`src/rtl/vecmac_acc_sink.sv`:
```
// vecmac_acc_sink: accumulates cfg_len signed partial-sum beats into one dot-product result on a valid/ready register (VECMAC_ACC_SAT_EN adds saturating adds and err_sat)
module vecmac_acc_sink #(
  parameter int IN_W  = 18,
  parameter int ACC_W = 32,
  parameter int LEN_W = 16
) (
  input  logic             clk,
  input  logic             rst_n,
  input  logic [LEN_W-1:0] cfg_len,
  input  logic             clear,
  input  logic             in_valid,
  input  logic [IN_W-1:0]  in_sum,
  output logic             out_valid,
  input  logic             out_ready,
  output logic [ACC_W-1:0] out_acc,
  output logic             busy,
  output logic             err_drop,
  input  logic             err_clr
`ifdef VECMAC_ACC_SAT_EN
  ,
  output logic             err_sat
`endif
);
  logic [LEN_W-1:0] cnt, len_q, cnt_nx, len_eff;
  logic [ACC_W-1:0] acc, sx, acc_nx;
  logic beat, first, last, load, drop;
  assign beat    = in_valid && !clear;
  assign first   = beat && cnt == '0;
  assign len_eff = first ? (cfg_len == '0 ? LEN_W'(1) : cfg_len) : len_q;
  assign cnt_nx  = cnt + LEN_W'(1);
  assign last    = beat && cnt_nx == len_eff;
  assign sx      = ACC_W'($signed(in_sum));
  assign load    = last && (!out_valid || out_ready);
  assign drop    = last && out_valid && !out_ready;
  assign busy    = cnt != '0;
`ifdef VECMAC_ACC_SAT_EN
  logic [ACC_W:0] sum_w;
  logic           sat_hit;
  assign sum_w   = {acc[ACC_W-1], acc} + {sx[ACC_W-1], sx};
  assign sat_hit = beat && !first && sum_w[ACC_W] != sum_w[ACC_W-1];
  assign acc_nx  = first ? sx :
                   !sat_hit ? sum_w[ACC_W-1:0] :
                   sum_w[ACC_W] ? {1'b1, {(ACC_W-1){1'b0}}} : {1'b0, {(ACC_W-1){1'b1}}};
  // sticky saturation flag; a new clamp wins over err_clr
  always_ff @(posedge clk)
    if (!rst_n) err_sat <= 1'b0;
    else err_sat <= sat_hit || (err_sat && !err_clr);
`else
  assign acc_nx = first ? sx : acc + sx;
`endif
  // frame state: beat counter, running sum, and the length latched on the first beat
  always_ff @(posedge clk)
    if (!rst_n) begin
      cnt   <= '0;
      acc   <= '0;
      len_q <= LEN_W'(1);
    end else if (clear) begin
      cnt <= '0;
      acc <= '0;
    end else if (in_valid) begin
      acc <= acc_nx;
      cnt <= last ? '0 : cnt_nx;
      if (first) len_q <= len_eff;
    end
  // result holding register with sticky drop flag when a result finds it occupied
  always_ff @(posedge clk)
    if (!rst_n) begin
      out_valid <= 1'b0;
      out_acc   <= '0;
      err_drop  <= 1'b0;
    end else begin
      out_valid <= load || (out_valid && !out_ready);
      if (load) out_acc <= acc_nx;
      err_drop  <= drop || (err_drop && !err_clr);
    end
endmodule

```
`config.mk`:
```
export PLATFORM = sky130hd
export DESIGN_NAME = vecmac_acc_sink
export DESIGN_NICKNAME = d
export VERILOG_FILES = /design/src/rtl/vecmac_acc_sink.sv
export SDC_FILE = /design/constraint.sdc
export NUM_CORES = 1
export LEC_CHECK = 0
export CORE_MARGIN = 2
export CORE_UTILIZATION = 45
export CTS_BUF_LIST = sky130_fd_sc_hd__clkbuf_8
export CTS_CLUSTER_DIAMETER = 100
export DETAILED_ROUTE_END_ITERATION = 10
export PLACE_DENSITY = 0.66
export SYNTH_ARGS = -nofsm -noshare
export SYNTH_HDL_FRONTEND = slang
export SYNTH_SLANG_ARGS = --single-unit
```
`constraint.sdc`:
```
create_clock -name clk -period 5.8 [get_ports clk]
set_input_delay 1.16 -clock clk [delete_from_list [all_inputs] [get_ports clk]]
set_output_delay 1.16 -clock clk [all_outputs]
set_load 0.05 [all_outputs]
```
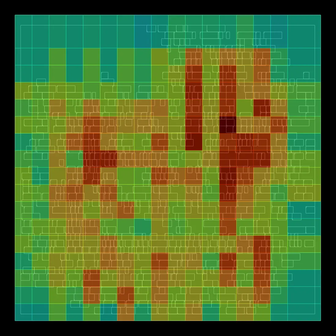
Figure 1: congestion heat map.
met3 track demand over resource: 0.0302
routed wire length per instance: 16.8 um
met1 layer usage reported by global route: 0.278

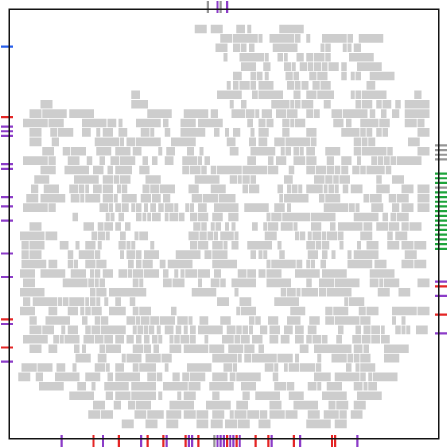
Figure 2: pin map.
Pins as bars across the die edge, other pins in gray.
Key: purple = `out_acc` [pins 32, direction output, edge 15 south, 12 west, 3 east, 2 north]; blue = `clk` [pins 1, direction input, edge west]; red = `in_sum` [pins 18, direction input, edge 13 south, 3 west, 2 east]; green = `cfg_len` [pins 16, direction input, edge east]
Die Y: 124 um
Horiz. Die Dim: 124 um

==> Implementation_results.wiki <==
=== Physical design figures ===
{| class="wikitable"
! Metric !! Value
|-
| Count of instances resized after the clock tree is built || 0
|-
| Maximum clock insertion buffer count || 2
|-
| Final setup violation count || 0
|-
| Setup CP Type || in2reg
|-
| Cell class contributing the biggest share of worst-path delay || AND-OR/OR-AND gates
|-
| Sequential Power Share || 0.445
|-
| Synthesized Nets || 850
|-
| Result of the run || finished clean
|-
| Core box area || approximately 14000 um^2
|-
| Leakage power of the design || about 2.7 nW
|-
| Max-cap check violation count || 0
|-
| 1st-iter DRT viols || 328
|-
| Number of OpenROAD warnings || 27
|-
| Combinational Power Share || 0.230
|-
| Buffers and inverters on the worst path || 1
|-
| Simple Share, Synth || 0.217
|-
| Clock tree from TritonCTS || yes
|-
| Residual overflow from global routing || 0
|-
| Final min period || 4.43 ns
|-
| Max_slew headroom || 0.445
|-
| Xor/xnor share of the synthesized area || 0.0686
|-
| Buffer type at the clock tree root || sky130_fd_sc_hd__clkbuf_8
|-
| Synth Instances || roughly 780
|-
| Mapped Area || 6460 um^2
|-
| Cell occurring most often along the worst timing path || sky130_fd_sc_hd__o211ai_1
|-
| Data arrival time of the worst path || roughly 4.7 ns
|-
| Most used logic cell in the final layout || sky130_fd_sc_hd__dfxtp_1
|-
| Largest fanout on the critical path || 4
|-
| Int Power || around 1.1 mW
|-
| Clock edge transition at the registers on the reported setup and hold paths || roughly 0.10 ns
|-
| Antenna violations before repair || 1
|-
| FILL cells || 1308
|-
| Clock group power || 514 uW
|-
| Ratio of final minimum period to clock period || 0.764
|-
| Post-route clock skew || between 0.01 and 0.015 ns
|-
| Sw power || approximately 490 uW
|-
| Quantity of I/O buffers inserted on ports || between 70 and 80
|}
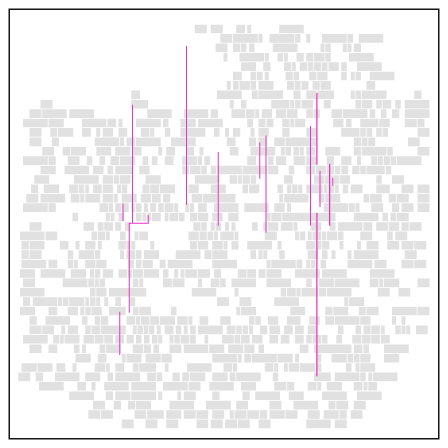
Figure 3: met4 routing.
The layer carries 315 um of wire. The layer holds 1.9% of the routed length. 9 nets have wire on it. The wires run mostly vertical.
vias after detailed routing: 5913
wirelength, routed: 16800 um

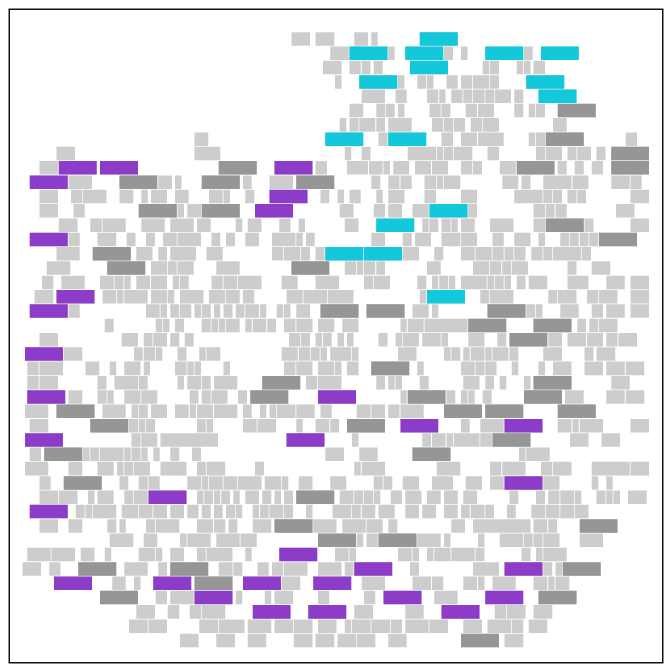
Figure 4: where the registers sit.
Key: purple = `out_acc` [placed flops 32, where all over the die]; cyan = `cnt` [placed flops 16]
Another 50 sequential cells are not colored.
sequential power: 706 uW
post-layout util: 0.532
register area: 1960 um^2

==> cell usage after synthesis, types with 9 or more instances <==
master | instances | area (um^2)
sky130_fd_sc_hd__nand3_1 | 28 | 140
sky130_fd_sc_hd__nor3_1 | 15 | 75.1
sky130_fd_sc_hd__nor2_1 | 68 | 255
sky130_fd_sc_hd__nand4_1 | 12 | 75.1
sky130_fd_sc_hd__a211oi_2 | 28 | 350
sky130_fd_sc_hd__o21ai_0 | 30 | 150
sky130_fd_sc_hd__nor2_2 | 28 | 175
sky130_fd_sc_hd__clkbuf_1 | 30 | 113
sky130_fd_sc_hd__nand2_1 | 55 | 206
sky130_fd_sc_hd__a21oi_1 | 84 | 420
sky130_fd_sc_hd__o21a_1 | 11 | 82.6
sky130_fd_sc_hd__dfxtp_1 | 98 | 1960
sky130_fd_sc_hd__inv_1 | 12 | 45.0
sky130_fd_sc_hd__a31oi_1 | 10 | 62.6
sky130_fd_sc_hd__nor4_1 | 9 | 56.3
sky130_fd_sc_hd__a211oi_1 | 30 | 225
sky130_fd_sc_hd__mux2i_1 | 13 | 130
sky130_fd_sc_hd__xnor2_1 | 31 | 272
sky130_fd_sc_hd__xor2_1 | 17 | 149
sky130_fd_sc_hd__ha_1 | 33 | 413
sky130_fd_sc_hd__a21o_1 | 16 | 120
==> layout make-up <==
type / count / area [um^2] / share of cell area
timing repair buffer: 85 / 818 / 0.110
tap: 180 / 225 / 0.0304
clock inverter: 6 / 88.8 / 0.0120
inverter: 15 / 58.8 / 0.00794
multi-input combinational: 608 / 4120 / 0.556
clock buffer: 10 / 138 / 0.0186
sequential: 98 / 1960 / 0.265
antenna: 1 / 2.50 / 0.000338
==> per-layer routing <==
metal  wire (um)  vias to the layer above  GRT usage
met4         315                        0     0.0909
li1            -                     2923          -
met3         729                       30     0.0302
met1        7600                     2790      0.278
met2        8170                      170      0.390
met5           0                        -          0
==> through the flow <==
stage                     worst slack [ns]  cell area [um^2]  total power, mW  cells
after floorplan                       1.92              6460            0.984    776
after global placement                1.09              7180             1.07    986
after detailed placement              1.01              7180             1.08    986
after CTS                             1.41              7410             1.60   1002
after global routing                  1.09              7410             1.65   1003
final                                 1.37              7410             1.59   1003
==> path summary, 6_finish.rpt <==
path / startpoint / endpoint / slack [ns] / cells after the start
max: in_sum[1] / acc[31]$_SDFFE_PP0P_ / 1.37 / 12
min: len_q[1]$_SDFFE_PN0P_ / len_q[1]$_SDFFE_PN0P_ / 0.46 / 2
max reg2reg: cnt[0]$_SDFFE_PP0P_ / out_acc[8]$_SDFFE_PN0P_ / 1.54 / 16
min reg2reg: len_q[1]$_SDFFE_PN0P_ / len_q[1]$_SDFFE_PN0P_ / 0.46 / 2
==> cell families after synthesis <==
family                     count (synthesis)
and+or+nand+nor                          266
DFF                                       98
adders and majority gates                 34
muxes                                     14
xor gates and xnor gates                  49
AOI/OAI and AO/OA                        245
buffers and inverters                     70
==> state kept, by name, indices dropped and copies added, names as in the netlist <==
| register | cells |
|---|---|
| len_q | 16 |
| cnt | 16 |
| out_acc | 32 |
| acc | 32 |
| err_drop | 1 |
| out_valid | 1 |
Power and IR drop assume default switching activity.
